Design attach_vb_mux, sky130hd; sources not shown.
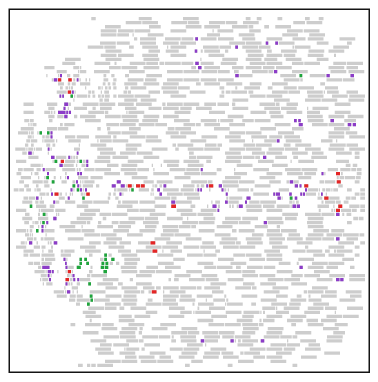
Fig. 1. Gate families picked out (run 1).
Scale: 1.5 px per um.
[green] and/or cells | cells: 34 | most used: and2_1
[red] non-inverting ao/oa cells | cells: 22 | most used: a22o_1
[purple] aoi and oai cells | cells: 119 | most used: a21oi_1
final cell count without fillers: 2,110
Top cell excl fill/tap: edfxtp_1
logic share of the area: 0.216

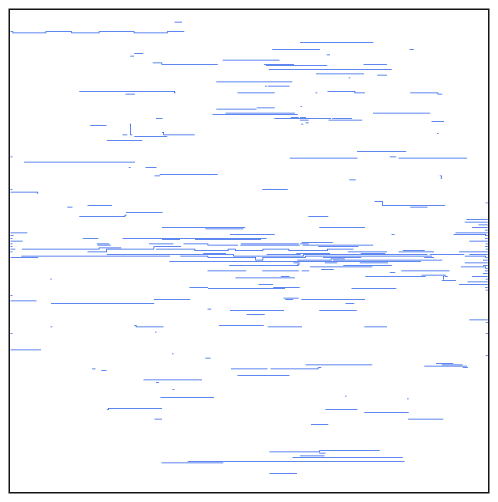
Fig. 2. The metal 3 layer (run 1).
Scale: 2 px per um.
main direction: horizontal
wire length on this layer: 3,890 um
Vias: 11,846
M3 GR Usage: 0.0419
wirelength, routed: 56,600 um

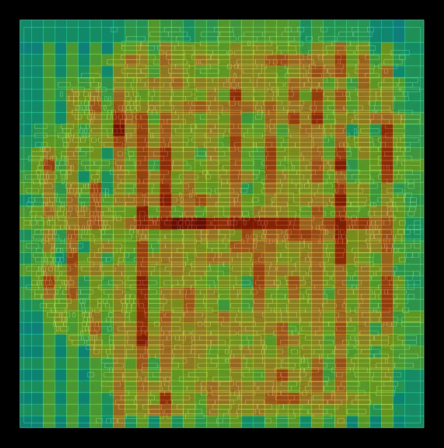
Fig. 3. Routing congestion map (run 1).
GR peak layer: met2
GRT Total Usage: 0.201

==> ci_impl_report.md, run 1 <==
## PnR job results

| Metric | Value |
|---|---|
| Total core area | 54,900 um^2 |
| Htree depth | 3 |
| Required @ worst endpoint | 6320 ps |
| CP max FO | 9 |
| Latency at later pin | 590 ps |
| Iter 0 DRT Violations | 1,078 |
| M1 WL | 26,100 um |
| Non-clk bufs | 114 |
| Clk. pwr | 4.00 mW |
| # resized after CTS | 0 |
| Clock sink count | 582 |
| Final worst path period share | 0.614 |
| Cell depth of the worst hold path | 2 |
| Area growth, synth to finish | 16.5% |
| Reg area | 16,800 um^2 |
| Post-synth top flop | edfxtp_1 |
| Clock buf count | 90 |
| Combinational Power Share | 0.012 |
| # Taps | 704 |
| Clock buf/inv share | 0.0804 |
| MI comb cells | 568 |
| P per Cell Area | 320 nW/um^2 |
| CTS Buf Count | 66 |
| Post-route cell area | 26,700 um^2 |
| Clock root cell | clkbuf_16 |
| EDFF count, synth | 512 |
| Via density | 5.61 |
| Status | complete, no violations |
| DPL Wire Length | 35,600 um |
| Max Freq | 0.274 GHz |
| TritonCTS clock tree | done |
| Startpoint Class | input port |
| Static leakage | 8.34 nW |
| DRC viols | 0 |
| Main logic family after synthesis | multiplexers |
| Setup_tns | 0 ps |
| P_sw | 1.67 mW |
| Area occupied by multi-input gates | 5770 um^2 |
| Top cells, area | edfxtp_1, mux4_2, dfxtp_1, mux2i_1, ha_1 |
| DIE AREA | 57,600 um^2 |
| DR WL met2 | 25,600 um |
| RD Place Congestion | 0.779 |
| Slew HR | 0.146 |
| Post-synth seq share | 0.732 |
| Most frequent cells in the layout | edfxtp_1, mux4_2, clkbuf_16, clkdlybuf4s50_1, dfxtp_1 |
==> run 1 -> run 2 <==
==> constraint.sdc (replaced) <==
create_clock -name clk -period 3.3 [get_ports clk]
set_clock_uncertainty 0.15 [all_clocks]
set_input_delay 0.495 -clock clk [delete_from_list [all_inputs] [get_ports clk]]
set_output_delay 0.495 -clock clk [all_outputs]
set_load 0.02 [all_outputs]
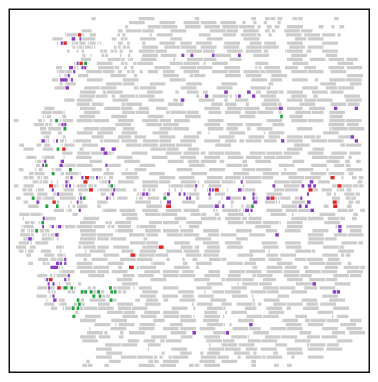
Fig. 4. Gate families picked out (run 2).
Scale: 1.5 px per um.
[purple] aoi and oai cells | cells: 119 | most used: a21oi_1
[red] non-inverting ao/oa cells | cells: 22 | most used: a22o_1
[green] and/or cells | cells: 34 | most used: and2_1
final cell count without fillers: 2,157
logic share of the area: 0.214

==> ci_impl_report.md, run 2 <==
## PnR job results

| Metric | Value |
|---|---|
| EDFF count, synth | 512 |
| Reg area | 16,800 um^2 |
| Post-synth seq share | 0.732 |
| Clock sink count | 582 |
| DPL Wire Length | 38,000 um |
| Cell depth of the worst hold path | 2 |
| Main logic family after synthesis | multiplexers |
| # Taps | 704 |
| DIE AREA | 57,600 um^2 |
| Top cells, area | edfxtp_1, mux4_2, dfxtp_1, mux2i_1, ha_1 |
| DR WL met2 | 26,400 um |
| Final worst path period share | 0.851 |
| Clk. pwr | 6.71 mW |
| Iter 0 DRT Violations | 1,075 |
| RD Place Congestion | 0.835 |
| Status | complete, no violations |
| Via density | 5.63 |
| M1 WL | 27,400 um |
| GR peak layer | met2 |
| Slew HR | 0.364 |
| Total core area | 54,900 um^2 |
| Area occupied by multi-input gates | 5770 um^2 |
| TritonCTS clock tree | done |
| P per Cell Area | 553 nW/um^2 |
| Top cell excl fill/tap | edfxtp_1 |
| Required @ worst endpoint | 3710 ps |
| Clock buf/inv share | 0.0722 |
| Latency at later pin | 610 ps |
| Clock root cell | clkbuf_16 |
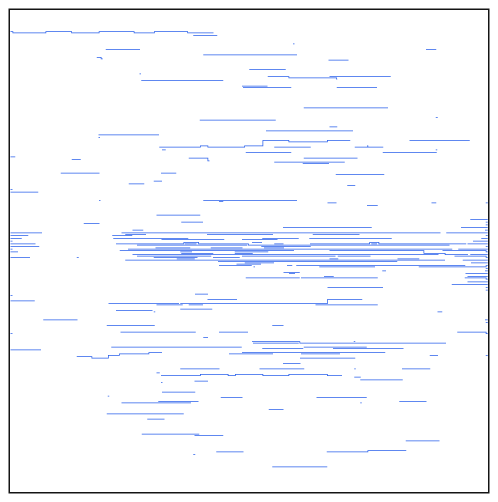
Fig. 5. The metal 3 layer (run 2).
Scale: 2 px per um.
nets with wire on the layer: 131
main direction: horizontal
share of all routed wire: 7.9%
wire length on this layer: 4,690 um
Vias: 12,154
M3 GR Usage: 0.0560

Power figures rest on the tool's default switching activity, not on a simulated workload.
